==> src/rtl/cache_mem_arbiter.sv <==
// Main-memory port arbiter between I-cache and D-cache refill/write-back paths.
// One fixed-latency transaction at a time; D preferred with an I starvation bound.
module cache_mem_arbiter #(
  parameter int ADDR_W     = 32,
  parameter int LINE_W     = 128,
  parameter int LATENCY    = 5,
  parameter int STARVE_MAX = 4
) (
  input  logic              clk,
  input  logic              reset,
  input  logic              i_req,
  input  logic [ADDR_W-1:0] i_addr,
  output logic              i_done,
  output logic [LINE_W-1:0] i_rdata,
  input  logic              d_req,
  input  logic              d_we,
  input  logic [ADDR_W-1:0] d_addr,
  input  logic [LINE_W-1:0] d_wdata,
  output logic              d_done,
  output logic [LINE_W-1:0] d_rdata,
  output logic              mem_en,
  output logic              mem_we,
  output logic [ADDR_W-1:0] mem_addr,
  output logic [LINE_W-1:0] mem_wdata,
  input  logic [LINE_W-1:0] mem_rdata,
  output logic              busy
);

  localparam int CNT_W = $clog2(LATENCY + 1);
  localparam int SC_W  = $clog2(STARVE_MAX + 1);

  typedef enum logic [1:0] {IDLE, ISSUE, WAIT, RESP} state_t;

  state_t            state_q;
  logic              owner_d_q;
  logic              we_q;
  logic [CNT_W-1:0]  cnt_q;
  logic [SC_W-1:0]   starve_cnt_q;
  logic              i_done_q, d_done_q;
  logic [LINE_W-1:0] i_rdata_q, d_rdata_q;
  logic              mem_en_q, mem_we_q;
  logic [ADDR_W-1:0] mem_addr_q;
  logic [LINE_W-1:0] mem_wdata_q;
  logic              busy_q;
  logic              d_wins;

  always_comb begin
    d_wins = 1'b0;
    if (d_req && !(i_req && starve_cnt_q == SC_W'(STARVE_MAX)))
      d_wins = 1'b1;
  end

  always_ff @(posedge clk) begin
    if (!reset) begin
      state_q      <= IDLE;
      owner_d_q    <= 1'b0;
      we_q         <= 1'b0;
      cnt_q        <= '0;
      starve_cnt_q <= '0;
      i_done_q     <= 1'b0;
      d_done_q     <= 1'b0;
      i_rdata_q    <= '0;
      d_rdata_q    <= '0;
      mem_en_q     <= 1'b0;
      mem_we_q     <= 1'b0;
      mem_addr_q   <= '0;
      mem_wdata_q  <= '0;
      busy_q       <= 1'b0;
    end else begin
      i_done_q    <= 1'b0;
      d_done_q    <= 1'b0;
      mem_en_q    <= 1'b0;
      mem_we_q    <= 1'b0;
      mem_addr_q  <= '0;
      mem_wdata_q <= '0;
      case (state_q)
        IDLE: begin
          if (i_req || d_req) begin
            // Command outputs are registered here so they appear exactly in ISSUE.
            state_q    <= ISSUE;
            busy_q     <= 1'b1;
            owner_d_q  <= d_wins;
            we_q       <= d_wins & d_we;
            mem_en_q   <= 1'b1;
            mem_we_q   <= d_wins & d_we;
            mem_addr_q <= d_wins ? d_addr : i_addr;
            if (d_wins && d_we)
              mem_wdata_q <= d_wdata;
            if (!d_wins || !i_req)
              starve_cnt_q <= '0;
            else if (starve_cnt_q != SC_W'(STARVE_MAX))
              starve_cnt_q <= starve_cnt_q + SC_W'(1);
          end else begin
            starve_cnt_q <= '0;
          end
        end
        ISSUE: begin
          cnt_q   <= CNT_W'(LATENCY);
          state_q <= WAIT;
        end
        WAIT: begin
          cnt_q <= cnt_q - CNT_W'(1);
          if (cnt_q == CNT_W'(1)) begin
            if (!we_q) begin
              if (owner_d_q) d_rdata_q <= mem_rdata;
              else           i_rdata_q <= mem_rdata;
            end
            if (owner_d_q) d_done_q <= 1'b1;
            else           i_done_q <= 1'b1;
            state_q <= RESP;
          end
        end
        RESP: begin
          busy_q  <= 1'b0;
          state_q <= IDLE;
        end
        default: state_q <= IDLE;
      endcase
    end
  end

  assign i_done    = i_done_q;
  assign d_done    = d_done_q;
  assign i_rdata   = i_rdata_q;
  assign d_rdata   = d_rdata_q;
  assign mem_en    = mem_en_q;
  assign mem_we    = mem_we_q;
  assign mem_addr  = mem_addr_q;
  assign mem_wdata = mem_wdata_q;
  assign busy      = busy_q;

endmodule

==> config.mk <==
export PLATFORM = sky130hd
export DESIGN_NAME = cache_mem_arbiter
export DESIGN_NICKNAME = d
export VERILOG_FILES = /design/src/rtl/cache_mem_arbiter.sv
export SDC_FILE = /design/constraint.sdc
export NUM_CORES = 1
export LEC_CHECK = 0
export ABC_CLOCK_PERIOD_IN_PS = 2600
export CORE_AREA = 2 2 287 289
export CTS_CLUSTER_SIZE = 40
export DETAILED_ROUTE_END_ITERATION = 12
export DIE_AREA = 0 0 289 291
export GPL_TIMING_DRIVEN = 0
export PLACE_DENSITY_LB_ADDON = 0.05
export SETUP_SLACK_MARGIN = 0.2
export SYNTH_ARGS = -nofsm -noshare
export SYNTH_HDL_FRONTEND = slang
export SYNTH_SLANG_ARGS = --single-unit
==> constraint.sdc <==
create_clock -name clk -period 2.6 [get_ports clk]
set_input_delay 0.26 -clock clk [delete_from_list [all_inputs] [get_ports clk]]
set_output_delay 0.26 -clock clk [all_outputs]
set_load 0.005 [all_outputs]
==> flow_summary.ini, run 1 <==
; synthesis and place-and-route metrics
[run_status]
status = completed

[setup_path]
critical_path_class = flop to flop
critPathLaunchType = flop
cpPeakStageDelay_ns = 0.39
cp.arrival_ns = 2.69
crit_path_max_fanout = 10
r2r_slack_ns = 0.43
critPathSlowestCell = and4_1
cp_top_family = simple AND/OR/NAND/NOR gates
crit_chain = inv_1 -> ha_1 -> nand3_1 -> and4_1 -> buf_4 -> clkbuf_2 -> and2_1

[final_timing]
hold_viol = 0
drv_slew = 0
worst_slack_ns = 0.425
worst_pin_slew_ns = 0.759
setup_viol = 0
whs_ns = 0.223
fmax_ghz = 0.460
slew_headroom_pct = 49.4
finalClockPeriodUsage_pct = 83.6

[final_layout]
n_all_inverters = 8
comb_share_pct = 22.6
stdcell_count = 3371
final-comb-area_sq_um = 5750
syn2layout_area_growth_pct = 70.3
dominant-cell-class = sequential cells
lay_top_cells = 744 x clkdlybuf4s50_1, 431 x dfxtp_1, 392 x nand2_1, 257 x mux2i_1, 128 x and2_1
signal_buffers = 850
n_antenna_cell = 6
design_area_sq_um = 25400
non_clock_buffer_area_share_pct = 31.6
drive_above_1_share_pct = 5.32

[floorplan]
coreArea_sq_um = 81200
rows = 105
chipArea_sq_um = 84100
io_pins = 746
taps = 1070

[power_and_ir_drop]
p_seq_mw = 7.07
seqPwrFrac_pct = 42.8
total_power_mw = 16.5
powerComb_mw = 2.27
power_leader = clock
p_clk_share_pct = 43.4
p_leak_nw = 9.99

[placement]
dpl.cell_count = 3274
place_area_sq_um = 23700
port_buffers = 744

[clock_network]
root_buffer = clkbuf_16
cts.repair.resized = 17
clkTransAtPathRegs_ns = 0.06

[run]
drv_cap = 0

[logic_synthesis]
synthCells = 1460
logic_family = multiplexers
ys_sh_aoi_pct = 3.50
syn-cell-area_sq_um = 14900
yosys_cells = 1460
ys_sh_simple_pct = 17.1
synthFlopType = dfxtp_1
yosys.area_share.xor_xnor_pct = 0
synth_async_sr_flop_share_pct = 0

[detailed_routing]
drt-initial-drc-count = 443
ant_nets = 0

[worst_hold_path]
hold_path_end = mem_wdata[109]
worstHoldStart = d_wdata[109]
min_path_cells = 2
worst_hold_path_type = input pin to flop

[global_route]
grtUsageTotal_pct = 16.0
grt_pass1_wl_mm = 98.3
gr-total-overflow = 0
==> run 1: worst register-to-register path: cells and delay by family (launching register included) <==
family / cells / cell delay (ns)
adders and majority gates: 1 / 0.23
buffers and inverters: 3 / 0.61
DFF: 1 / 0.33
and+or+nand+nor: 3 / 0.93
==> run 1: Yosys cell counts, types with 4 or more instances <==
library cell,n,share of area [%]
mux2i_1,257,17
dfxtp_1,431,58
buf_6,14,1.1
inv_1,8,0.20
buf_2,15,0.50
clkbuf_1,72,1.8
a21boi_1,29,1.5
nand2_1,392,9.9
a21boi_0,4,0.20
nand3_1,34,1.1
o21ai_0,34,1.1
and2_1,128,5.4
ha_1,8,0.67
==> run 1: cells by family (layout without fill, tap and decap cells) <==
kind of cell             Yosys count  in the layout
AND-OR/OR-AND                     80             80
adder cells (fa/ha/maj)            8              8
buffers and inverters            113            948
flip-flops                       431            431
multiplexers                     257            257
other                              0              6
AND/OR/NAND/NOR                  571            571
==> run 1: worst max-delay path by stage <==
| stage | start | end | slack [ns] | cells after the start |
|---|---|---|---|---|
| finish | starve_cnt_q[0] | mem_wdata[62] | 0.43 | 7 |
| global route | state_q[0] | i_rdata[57] | 0.22 | 8 |
| CTS | state_q[0] | i_rdata[30] | 0.20 | 8 |
| detailed placement | reset | d_rdata[1] | -0.82 | 6 |
| global placement | reset | d_rdata[4] | -0.72 | 6 |
| floorplan | state_q[0] | d_rdata[107] | 0.75 | 9 |
==> run 1: routing by layer <==
metal	routed length, um	vias to the layer above	global-route usage [%]
met1	26000	6146	17.1
met3	5990	109	5.88
met4	1640	18	4.69
met5	119	-	0
li1	-	6379	-
met2	36100	398	29.0
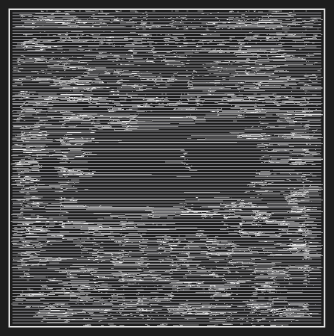
(run_1/layer_met1.png)
Supply wires on this layer in gray.
longest straight run: 158 um
main direction: horizontal
wire length on this layer: 26.0 mm
met1 usage: 17.1%
Vias: 13,050
DRT Wirelength: 69.9 mm

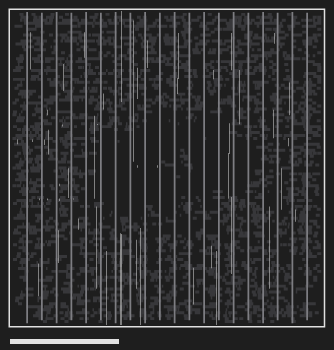
(run_1/layer_met4.png)
Scale bar: 100 um. Supply wires on this layer in gray.
share of all routed wire: 2.4%
wire length on this layer: 1,640 um
longest straight run: 130 um
main direction: vertical

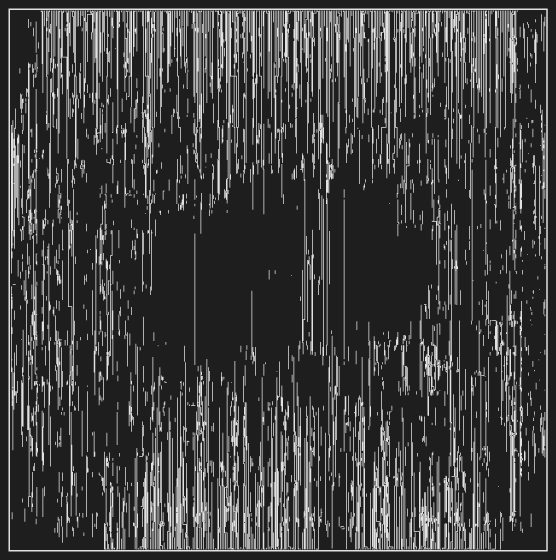
(run_1/layer_met2.png)
longest straight run: 109 um
share of all routed wire: 52%
wire length on this layer: 36.1 mm
nets with wire on the layer: 2,237
met2 Use GR: 29.0%

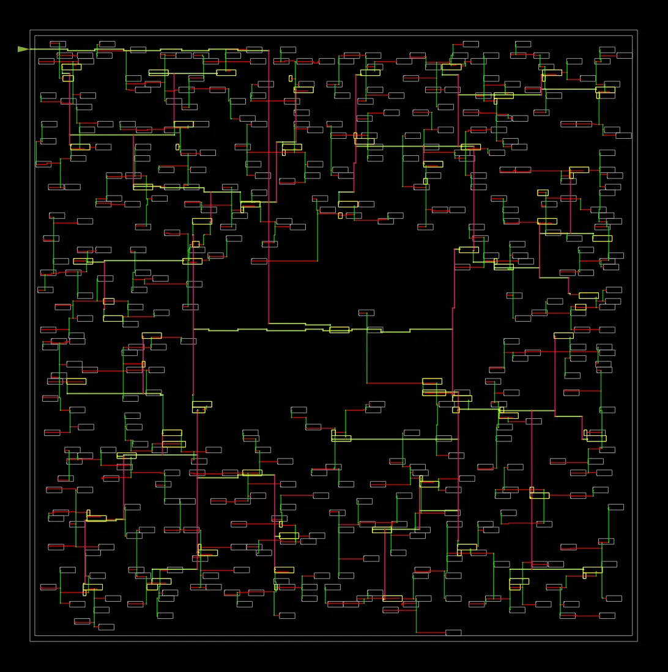
(run_1/clocks.png)
seq_cells: 431
clock network power: 7.17 mW
TritonCTS Buffers: 54
# clk buffers: 78

==> run 2: changes to the inputs <==
--- a/config.mk
+++ b/config.mk
@@ -5,7 +5,7 @@
 export SDC_FILE = /design/constraint.sdc
 export NUM_CORES = 1
 export LEC_CHECK = 0
-export ABC_CLOCK_PERIOD_IN_PS = 2600
+export ABC_CLOCK_PERIOD_IN_PS = 2050
 export CORE_AREA = 2 2 287 289
 export CTS_CLUSTER_SIZE = 40
 export DETAILED_ROUTE_END_ITERATION = 12
==> constraint.sdc (replaced) <==
create_clock -name clk -period 2.05 [get_ports clk]
set_input_delay 0.205 -clock clk [delete_from_list [all_inputs] [get_ports clk]]
set_output_delay 0.205 -clock clk [all_outputs]
set_load 0.005 [all_outputs]
==> run 2 against run 1 <==
  * Count of clock-buffer cells in the layout is the same
  * Sequential power up 27%
  * Combinational power up 47%
  * Synthesized area did not move
  * Sequential cell count unchanged
  * Utilization is 1.4 points higher
  * Clock skew decreased by 0.0010 ns
  * Critical path depth rose by 2
  * Hold slack worse by 0.055 ns
  * Synthesized cell count did not move
  * Global-route usage is 0.061 points higher
  * Sequential share of layout area decreased by 1.5 points
  * Critical path type unchanged
  * Critical endpoint is now d_rdata[64]
  * Largest cell class is now non-clock buffers
==> flow_summary.ini, run 2 <==
; synthesis and place-and-route metrics
[run_status]
status = completed

[detailed_routing]
vias_per_cell = 3.90
routed-wl-met3_mm = 6.01
routed_wl_mm = 72.4
routed-wl-met2_mm = 37.3
met1_length_mm = 27.3
routed.top_layer = met5
drt-initial-drc-count = 429
post_drt_wl_per_cell_um = 21.3
ant_nets = 0

[final_layout]
lay_top_cells = 738 x clkdlybuf4s50_1, 429 x dfxtp_1, 391 x nand2_1, 257 x mux2i_1, 115 x and2_1
syn2layout_area_growth_pct = 78.1
stdcell_count = 3402
final-comb-area_sq_um = 5860
design_area_sq_um = 26600

[logic_synthesis]
synthFlopType = dfxtp_1
syn-cell-area_sq_um = 14900
topCellsByArea = dfxtp_1 58%, mux2i_1 17%, nand2_1 9.9%
most_common_cell = dfxtp_1
yosys.area.top_type = dfxtp_1
synthCells = 1460
yosys_cells = 1460
synth_async_sr_flop_share_pct = 0
synthTopCellsByCount = 431 x dfxtp_1, 392 x nand2_1, 257 x mux2i_1

[final_timing]
finalClockPeriodUsage_pct = 94.7
slew_headroom_pct = 57.9
hold_viol = 0
drv_slew = 0
setup_viol = 0
worst_pin_slew_ns = 0.631
fmax_ghz = 0.515

[clock_network]
clkTransAtPathRegs_ns = 0.06
cts.repair.resized = 107
cts_buffers = 54
root_buffer = clkbuf_16

[floorplan]
io_pins = 746
rows = 105
coreArea_sq_um = 81200
chipArea_sq_um = 84100

[power_and_ir_drop]
p_seq_mw = 8.99
seqPwrFrac_pct = 42.0
power_leader = clock
p_leak_nw = 10.6
p_clk_share_pct = 42.5
intPower_mw = 16.1
powerComb_mw = 3.33
powerClk_mw = 9.11

[setup_path]
crit_path_max_fanout = 5
critPathLaunchType = flop

[placement]
port_buffers = 744
dpl.cell_count = 3274
place_area_sq_um = 23700

[worst_hold_path]
worst_hold_path_type = input pin to flop

[run]
drv_cap = 0

[global_route]
grtUsageTotal_pct = 16.1
gr-total-overflow = 0
antenna_found_initial = 15
==> run 2: cell counts after synthesis <==
No cell type changed its count.
==> run 2: cell families after synthesis <==
family          after synthesis  synth area share (%)
buf+inv                     113                  3.70
simple gates                571                  17.1
flops                       431                  57.8
fa+ha+maj                     8                 0.671
compound gates               80                  3.50
mux                         257                  17.2
==> run 2: routing by layer <==
metal	vias up	track usage, %
met5	-	0
met4	18	4.79
met3	111	5.89
met2	388	29.1
met1	6299	17.2
li1	6456	-
==> run 2: through the flow <==
| stage | util, % | TNS, ns | setup slack (ns) | hold slack, ns |
|---|---|---|---|---|
| floorplan | - | 0 | 0.203 | 0.327 |
| global placement | 29.2 | -308.91 | -1.21 | 0.442 |
| detailed placement | 29.2 | -321.08 | -1.32 | 0.446 |
| CTS | 31.7 | 0 | 0.0611 | 0.112 |
| global route | 32.7 | 0 | 0.0375 | 0.126 |
| finish | 32.7 | 0 | 0.108 | 0.168 |
==> run 2: worst paths after layout <==
check / slack (ns) / depth (start not counted) / to / from
hold / removal: 0.17 / 2 / mem_wdata[28] / d_wdata[28]
setup / recovery: 0.11 / 9 / d_rdata[64] / state_q[0]
setup reg to reg: 0.11 / 9 / d_rdata[64] / state_q[0]
hold reg to reg: 0.46 / 2 / i_rdata[27] / i_rdata[27]
==> run 2: cell type report <==
class	count	share of cell area (%)
well taps	1070	5.04
clock inverters	12	0.485
multi-input cells	916	22.0
plain buffers	105	3.80
repair buffers	777	30.3
flip-flops and latches	431	32.5
inverters	8	0.122
clock buffers	78	5.65
diodes	5	0.0471
==> run 2: worst max-delay path: stages, from the launching register on <==
cell,delay (ns)
dfxtp_4,0.35
inv_4,0.06
ha_4,0.12
buf_6,0.10
nand2_4,0.04
or4b_4,0.51
buf_12,0.17
clkbuf_16,0.18
clkbuf_16,0.17
mux2i_1,0.12
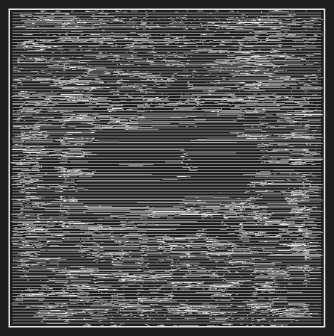
(run_2/layer_met1.png)
Supply wires on this layer in gray.
main direction: horizontal
share of all routed wire: 38%
longest straight run: 159 um
wire length on this layer: 27.3 mm
nets with wire on the layer: 2,390

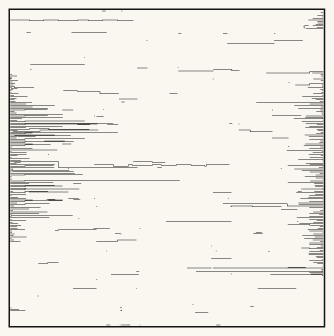
(run_2/layer_met3.png)
share of all routed wire: 8.3%
wire length on this layer: 6,010 um
Vias: 13,272
met3 usage: 5.89%

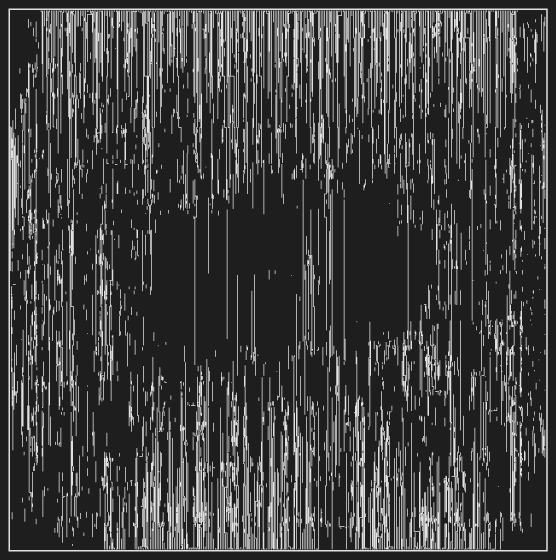
(run_2/layer_met2.png)
share of all routed wire: 51%
main direction: vertical
nets with wire on the layer: 2,277

==> run 3: changes to the inputs <==
--- a/config.mk
+++ b/config.mk
@@ -5,11 +5,11 @@
 export SDC_FILE = /design/constraint.sdc
 export NUM_CORES = 1
 export LEC_CHECK = 0
-export ABC_CLOCK_PERIOD_IN_PS = 2050
-export CORE_AREA = 2 2 287 289
+export ABC_CLOCK_PERIOD_IN_PS = 1590
+export CORE_AREA = 2 2 294 296
 export CTS_CLUSTER_SIZE = 40
 export DETAILED_ROUTE_END_ITERATION = 12
-export DIE_AREA = 0 0 289 291
+export DIE_AREA = 0 0 296 298
 export GPL_TIMING_DRIVEN = 0
 export PLACE_DENSITY_LB_ADDON = 0.05
 export SETUP_SLACK_MARGIN = 0.2
==> constraint.sdc (replaced) <==
create_clock -name clk -period 1.59 [get_ports clk]
set_input_delay 0.159 -clock clk [delete_from_list [all_inputs] [get_ports clk]]
set_output_delay 0.159 -clock clk [all_outputs]
set_load 0.005 [all_outputs]
==> run 3 against run 2 <==
  * The run now ends with negative setup slack left
  * Die area increased by 4.9%
  * Utilization rose by 1.5 points
  * Highest routed layer unchanged
  * Hold slack lost 0.055 ns
  * Sequential power increased by 29%
  * Synthesized cell count is the same
  * Routed wire length is 6.0% higher
  * Via count increased by 2.8%
  * Fmax is 0.39% higher
  * Combinational power increased by 49%
==> flow_summary.ini, run 3 <==
; synthesis and place-and-route metrics
[logic_synthesis]
ys_sh_mux_pct = 17.2
ys_sh_aoi_pct = 3.50
synth_async_sr_flop_share_pct = 0
ys_sh_adder_pct = 0.671
most_common_cell = dfxtp_1
ys_sh_simple_pct = 17.1
synthTopCellsByCount = 431 x dfxtp_1, 392 x nand2_1, 257 x mux2i_1

[worst_hold_path]
worstHoldStart = d_wdata[26]

[setup_path]
critPathLaunchType = flop
cp_top_family = buffers and inverters
r2r_slack_ns = -0.34
critPathSlowestCell = or4b_4
crit_path_max_fanout = 6

[clock_network]
clkTransAtPathRegs_ns = 0.06

[final_timing]
drv_slew = 0
whs_ns = 0.113
hold_viol = 0
worst_slack_ns = -0.344
setup_viol = 376

[final_layout]
stdcell_count = 3530
syn2layout_area_growth_pct = 94.5
design_area_sq_um = 29000

[detailed_routing]
vias_per_cell = 3.86
post_drt_wl_per_cell_um = 21.7
drt-initial-drc-count = 367

[power_and_ir_drop]
power_leader = clock
intPower_mw = 22.1

[run_status]
violations = negative setup slack
status = finished, violations left

[run]
drv_cap = 0

[global_route]
grtUsageTotal_pct = 16.4
gr-total-overflow = 0

[placement]
dpl.cell_count = 3348
place_ws_ns = -1.94
port_buffers = 744

[floorplan]
io_pins = 746
[run 3: cell types whose count changed in the layout (fill, tap and decap cells not counted), moves of 9 or more]
cell / previous run / this run
dfxtp_1: 429 / 414
buf_4: 6 / 15
clkdlybuf4s50_1: 738 / 324
o21ai_0: 34 / 16
buf_16: 3 / 20
and2_1: 115 / 103
dfxtp_2: 0 / 14
and2_4: 13 / 25
buf_12: 24 / 36
o21ai_1: 0 / 16
dlymetal6s2s_1: 0 / 412
clkbuf_1: 56 / 47
clkbuf_8: 6 / 19
buf_8: 15 / 24
[run 3: routing by layer]
metal	vias up	global-route usage (%)	part of all wire [%]
met5	-	0	0.22
li1	6575	-	-
met4	24	3.70	1.9
met2	479	31.3	53
met3	107	6.98	9.6
met1	6457	16.1	35
[run 3: how the worst max path moves through the flow]
stage	depth (start not counted)	startpoint	end	slack, ns
2_1_floorplan	9	state_q[0]	d_rdata[100]	-0.18
3_3_place_gp	6	reset	i_rdata[62]	-1.85
3_5_place_dp	6	reset	d_rdata[62]	-1.94
4_1_cts	9	state_q[0]	d_rdata[70]	-0.31
5_1_grt	9	state_q[0]	d_rdata[72]	-0.38
6_report	9	state_q[0]	d_rdata[73]	-0.34
[run 3: repair_timing]
| item | in CTS | in global routing |
|---|---|---|
| endpoints found under the hold margin | 3 | 0 |
| setup buffers | 29 | 7 |
| gates cloned | 28 | 13 |
| hold buffers | 1 | 0 |
| setup endpoints to repair | 852 | 847 |
| pin swaps | 6 | 3 |
| resized | 187 | 591 |
[run 3: cell type report]
type                    count  area (sq um)
fillers                  8729         55800
repair buffers            822          9850
flip-flops and latches    431          8660
multi-input cells         916          5960
clock buffers              86          1660
well taps                1144          1430
plain buffers             104          1230
clock inverters            16           194
inverters                   8          35.0
diodes                      3          7.51
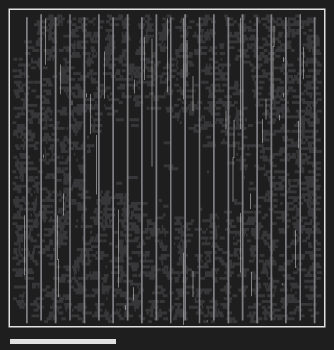
(run_3/layer_met4.png)
Scale bar: 100 um. Supply wires on this layer in gray.
nets with wire on the layer: 20
main direction: vertical

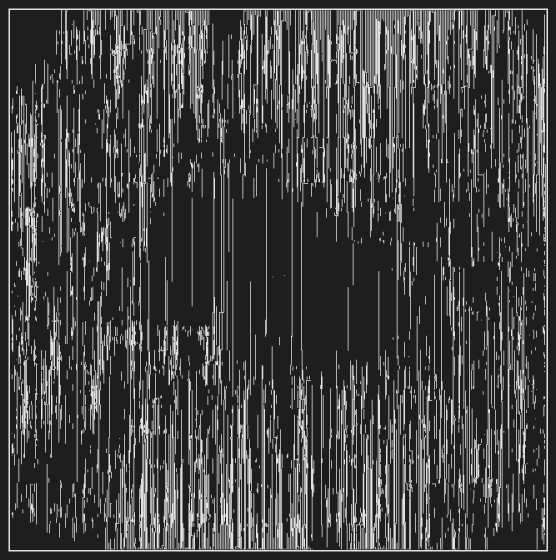
(run_3/layer_met2.png)
nets with wire on the layer: 2,335
longest straight run: 138 um
share of all routed wire: 53%
wire length on this layer: 40.9 mm
DRT Wirelength: 76.7 mm
Vias: 13,642

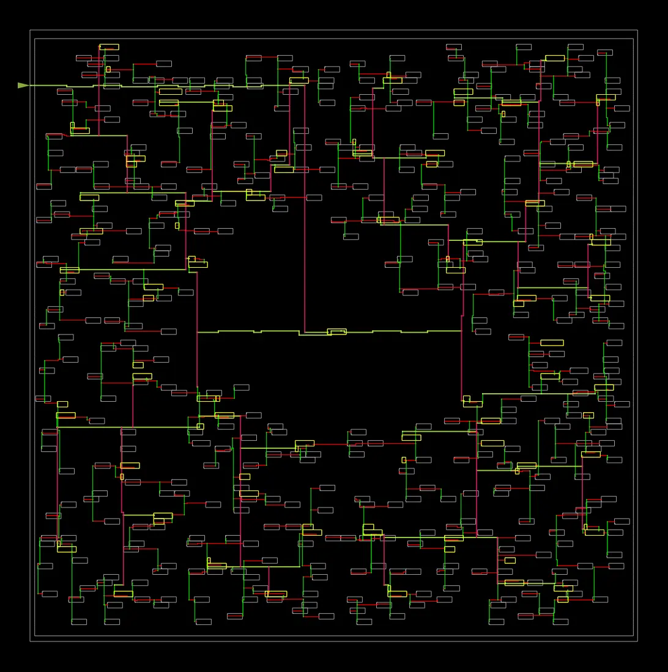
(run_3/clocks.png)
clock latency on the worst-skew pair: 0.60 ns
clock network power: 12.9 mW
clk sinks: 431
TritonCTS Buffers: 55
Worst Skew: 0.0217 ns

Power and IR drop assume default switching activity.
